**config.mk**
```make
export PLATFORM = sky130hd
export DESIGN_NAME = time_display_scan
export DESIGN_NICKNAME = d
export VERILOG_FILES = /design/src/rtl/time_display_pkg.sv /design/src/rtl/seg7_encode.sv /design/src/rtl/time_display_scan.sv
export SDC_FILE = /design/constraint.sdc
export NUM_CORES = 1
export LEC_CHECK = 0
export CAP_MARGIN = 30
export CORE_MARGIN = 2
export CORE_UTILIZATION = 58
export DETAILED_ROUTE_END_ITERATION = 10
export PLACE_DENSITY = 0.91
export SYNTH_ARGS = -nofsm -noshare
export SYNTH_HDL_FRONTEND = slang
export SYNTH_SLANG_ARGS = --single-unit
```
**constraint.sdc**
```tcl
create_clock -name clk -period 3.68 [get_ports clk]
set_input_delay 0.736 -clock clk [delete_from_list [all_inputs] [get_ports clk]]
set_output_delay 0.736 -clock clk [all_outputs]
set_load 0.1 [all_outputs]
```
**src/rtl/time_display_pkg.sv**
```systemverilog
// Shared types and constants for the multiplexed time display.
package time_display_pkg;

  localparam int NUM_DIGITS = 6;

  typedef logic [3:0] bcd_t;
  typedef logic [6:0] seg_t;

  // Segment patterns are active-low {g,f,e,d,c,b,a}
  localparam seg_t SEG_BLANK = 7'h7F;
  localparam seg_t SEG_DASH  = 7'h3F;

endpackage

```
**src/rtl/seg7_encode.sv**
```systemverilog
// Combinational BCD to active-low 7-segment decoder; non-decimal codes show a dash.
module seg7_encode
  import time_display_pkg::*;
(
  input  bcd_t bcd,
  output seg_t seg
);

  // Map each decimal digit to its segment pattern; anything above 9 is a dash
  always_comb begin
    seg = SEG_DASH;
    case (bcd)
      4'd0:    seg = 7'h40;
      4'd1:    seg = 7'h79;
      4'd2:    seg = 7'h24;
      4'd3:    seg = 7'h30;
      4'd4:    seg = 7'h19;
      4'd5:    seg = 7'h12;
      4'd6:    seg = 7'h02;
      4'd7:    seg = 7'h78;
      4'd8:    seg = 7'h00;
      4'd9:    seg = 7'h10;
      default: seg = SEG_DASH;
    endcase
  end

endmodule

```
**src/rtl/time_display_scan.sv**
```systemverilog
// Six-digit hh:mm:ss scanner for a common-anode display. Captures one snapshot
// per frame, blanks a guard interval at the start of every digit slot, flags
// invalid digits with a dash and blinks the colon from the seconds LSB.
// Optional build macro LZ_BLANK_EN blanks a leading zero on the hours-tens digit.
module time_display_scan
  import time_display_pkg::*;
#(
  parameter int SCAN_DIV     = 50000,
  parameter int GUARD_CYCLES = 16
)
(
  input  logic       clk,
  input  logic       rst,
  input  logic [1:0] hr_high_bcd,
  input  logic [3:0] hr_low_bcd,
  input  logic [2:0] min_high_bcd,
  input  logic [3:0] min_low_bcd,
  input  logic [2:0] sec_high_bcd,
  input  logic [3:0] sec_low_bcd,
  output logic [6:0] seg,
  output logic       dp,
  output logic [5:0] dig_en,
  output logic       frame_start
);

  localparam int               CNT_W     = $clog2(SCAN_DIV);
  localparam logic [CNT_W-1:0] SLOT_LAST = CNT_W'(SCAN_DIV - 1);
  localparam logic [CNT_W-1:0] GUARD_END = CNT_W'(GUARD_CYCLES);
  localparam logic [2:0]       IDX_LAST  = 3'(NUM_DIGITS - 1);

  logic [CNT_W-1:0] slot_cnt;
  logic [2:0]       idx;
  bcd_t             snapshot [NUM_DIGITS];

  logic             slot_last;
  logic             frame_last;
  logic             in_guard;
  bcd_t             cur_digit;
  seg_t             dec_seg;
  seg_t             seg_next;
  logic             dp_next;
  logic [5:0]       dig_en_next;

  assign slot_last  = (slot_cnt == SLOT_LAST);
  assign frame_last = slot_last && (idx == IDX_LAST);
  assign in_guard   = (slot_cnt < GUARD_END);

  // Slot timer and digit index; the index advances each time the slot timer wraps
  always_ff @(posedge clk or negedge rst) begin
    if (!rst) begin
      slot_cnt <= '0;
      idx      <= '0;
    end else if (slot_last) begin
      slot_cnt <= '0;
      idx      <= (idx == IDX_LAST) ? 3'd0 : idx + 3'd1;
    end else begin
      slot_cnt <= slot_cnt + 1'b1;
    end
  end

  // Capture all six digits together on the last cycle of a frame so a frame never tears
  always_ff @(posedge clk or negedge rst) begin
    if (!rst) begin
      for (int i = 0; i < NUM_DIGITS; i++) snapshot[i] <= '0;
    end else if (frame_last) begin
      snapshot[0] <= {2'b00, hr_high_bcd};
      snapshot[1] <= hr_low_bcd;
      snapshot[2] <= {1'b0, min_high_bcd};
      snapshot[3] <= min_low_bcd;
      snapshot[4] <= {1'b0, sec_high_bcd};
      snapshot[5] <= sec_low_bcd;
    end
  end

  // Pick the snapshot digit belonging to the current slot
  always_comb begin
    cur_digit = '0;
    case (idx)
      3'd0:    cur_digit = snapshot[0];
      3'd1:    cur_digit = snapshot[1];
      3'd2:    cur_digit = snapshot[2];
      3'd3:    cur_digit = snapshot[3];
      3'd4:    cur_digit = snapshot[4];
      3'd5:    cur_digit = snapshot[5];
      default: cur_digit = '0;
    endcase
  end

  seg7_encode u_encode (
    .bcd (cur_digit),
    .seg (dec_seg)
  );

  // Build the next output word: everything dark in the guard, one digit lit afterwards
  always_comb begin
    seg_next    = SEG_BLANK;
    dp_next     = 1'b1;
    dig_en_next = 6'h3F;
    if (!in_guard) begin
      dig_en_next = ~(6'b000001 << idx);
      seg_next    = dec_seg;
`ifdef LZ_BLANK_EN
      if (idx == 3'd0 && cur_digit == 4'd0) seg_next = SEG_BLANK;
`else
`endif
      if ((idx == 3'd1 || idx == 3'd3) && !snapshot[5][0]) dp_next = 1'b0;
    end
  end

  // Register every pin so the display sees clean, glitch-free transitions
  always_ff @(posedge clk or negedge rst) begin
    if (!rst) begin
      seg         <= SEG_BLANK;
      dp          <= 1'b1;
      dig_en      <= 6'h3F;
      frame_start <= 1'b0;
    end else begin
      seg         <= seg_next;
      dp          <= dp_next;
      dig_en      <= dig_en_next;
      frame_start <= (idx == 3'd0) && (slot_cnt == '0);
    end
  end

endmodule
```
### Sequential cells coloured by netlist name

The bar under the picture is 20 um long. Other sequential cells in the stronger grey, the rest of the logic in the fainter grey.
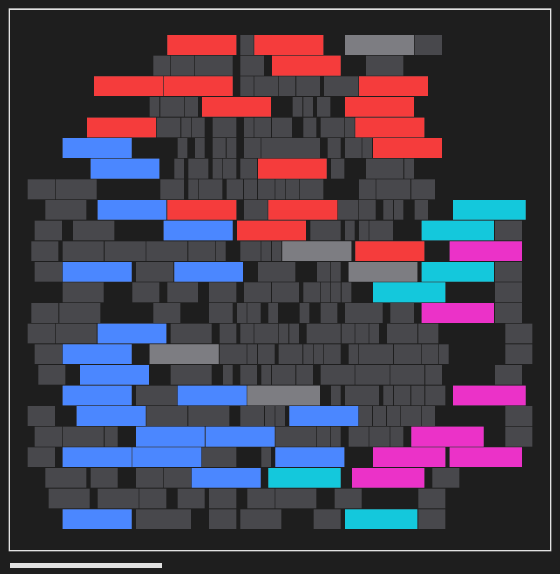
Key: cyan = dig_en [placed flops 6]; red = slot_cnt [placed flops 16, where north]; blue = snapshot [placed flops 20]; magenta = seg [placed flops 7, where south-east]
Seq. pwr: 0.620 mW
Util after Layout: 71.4%
Reg area: 1370 sq um
Seq/total area: 44.1%

### Nets reached from selected ports

The bar under the picture is 20 um long.
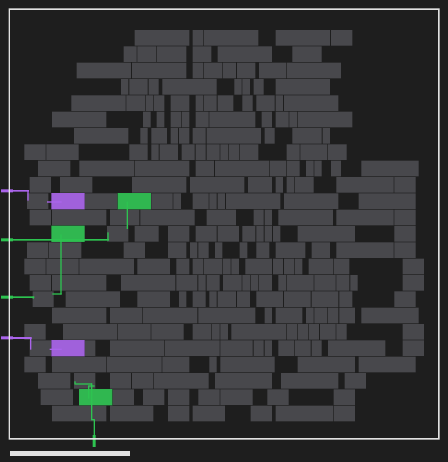
Key: green = sec_high_bcd [bits 3, direction input, end cells 3, wire 51.5 um]; purple = hr_high_bcd [bits 2, direction input, end cells 2, wire 13.1 um]

### Gate families picked out

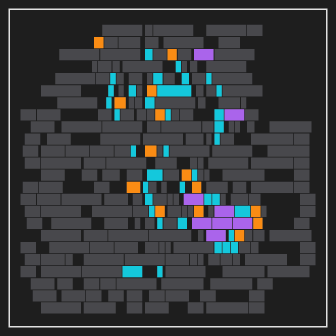
Key: cyan = nor cells [cells 36, most used nor2_1]; purple = fa/ha/maj cells [cells 8, most used ha_1]; orange = and/or cells [cells 14, most used and3_1]
most frequent logic cell in the layout: dfrtp_1
Post-Layout Cell Count: 309

### Zoomed window

The bar under the picture is 10 um long. Window x 5 to 30, y 5 to 30 um. Cells in grey, sequential cells in the stronger grey; small squares are vias.
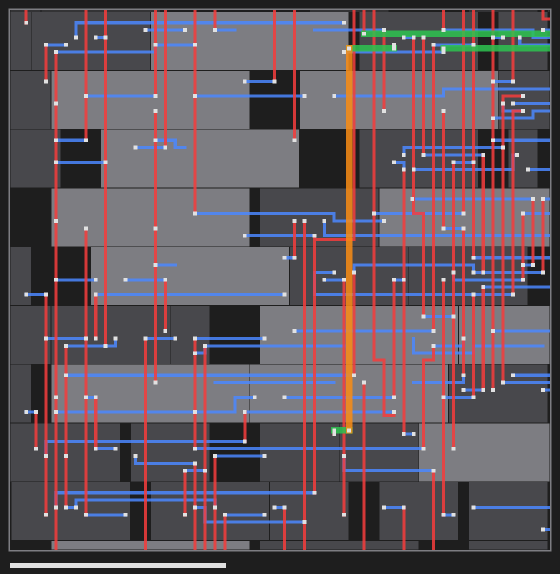
Key: red = metal 2; orange = metal 4; green = metal 3; blue = metal 1
35 logic cells have their middle in the window. Most frequent: dfrtp_1 (11), mux2_4 (10), clkdlybuf4s50_1 (9). Sequential cells in the window: 11. Netlist names of flops here include snapshot (10), idx (1).

==> flow_summary.ini <==
; implementation run metrics
[setup_path]
ff2ff_setup_slack_ps = 970
crit_required_ps = 3910
path_common_cell = ha_1
r2r_cells = 7
worst_path_max_delay_cell = dfrtp_1
crit_family = AND-OR/OR-AND gates
worstPathBufferInverterCount = 1
cp_max_fo = 11

[place]
placed_area_sq_um = 3020
preCtsSetupSlack_ps = 1060
dp.cells = 301
dp_hpwl_mm = 3.55
place_congestion = 0.955

[final_layout]
clockBufferCount = 7
synthToLayoutAreaGrowth_pct = 18.4
n_all_inverters = 11
buffer_area_share_pct = 12.3
dominant_cells = registers
nMultiInputCombCells = 146
drive_gt1_share_pct = 21.8
final_cell_area_sq_um = 3110
antennaDiodeCount = 0

[yosys]
xor_area_share_pct = 5.01
synthCells = 219
adder_share_pct = 3.81
syn_area_sq_um = 2620
synth.distinct_cells = 42
aoi_share_pct = 4.29
topCellsByArea = dfrtp_1 38%, dfstp_2 14%, mux2_4 12%
synth_top_flop_cell = dfrtp_1
yosysChipArea_sq_um = 2620
edf_count = 0

[floorplanning]
taps = 52
core_area_sq_um = 4350
die_h_um = 71.3
rows = 24
io_pins = 37
fp.dieW_um = 71.3

[power]
pwr-share-comb_pct = 9.5
p_sw_mw = 0.240
p_clk_mw = 0.330
intPower_mw = 0.811
power.density_nw_per_um2 = 338
power_leader = registers
leakage_nw = 1.41
seq_power_share_pct = 59.0

[detailed_routing]
finalWirelength_mm = 4.75
wl_met1_mm = 2.13
via_count = 1741
wl_met3_um = 194
met2_length_mm = 2.34

[timing]
timing.final.crit_share_pct = 73.6
worst_hold_slack_ps = 361
setup_tns_ps = 0
maxSlewViolCount = 0
setup_viol = 0
rsz0062_at_grt = no

[global_routing]
grt_max_degree = 36
met3_usage_pct = 5.06
grt_first_pass_wirelength_mm = 8.25
antenna_found_initial = 0

[hold_path]
hp-class = primary input to async pin

[clock_tree]
cts_setup_buffers = 0
clockBufferDepth = 2
path_clk_slew_ps = 90
cts_resized = 0
h-tree-depth = 2
cts_hold_buffers = 0
cts_sinks = 54
cts_buffers = 5

[run_status]
status = finished clean
[cells in the mapped netlist (all sizes together), types with 3 or more instances]
master / count
dfstp: 14
dfrtp: 40
o31ai: 4
buf: 6
mux2: 24
mux2i: 3
nor3: 10
xnor2: 6
nand3: 11
and2: 3
nand2: 16
xor2: 9
and3: 4
nor2: 18
ha: 8
o21ai: 5
nor4: 4
inv: 11
[flip-flops by register name, summed over array words and instances (netlist names)]
name,count
frame_start,1
dp,1
idx,3
snapshot,20
seg,7
slot_cnt,16
dig_en,6
[how the worst max path moves through the flow]
stage,end,slack (ps),cells after the start
3_5_place_dp,seg[1],1060,7
6_report,seg[1],970,7
2_1_floorplan,seg[1],1440,9
3_3_place_gp,seg[1],1310,7
5_1_grt,seg[3],800,7
4_1_cts,dp,980,1
Power figures rest on the tool's default switching activity, not on a simulated workload.
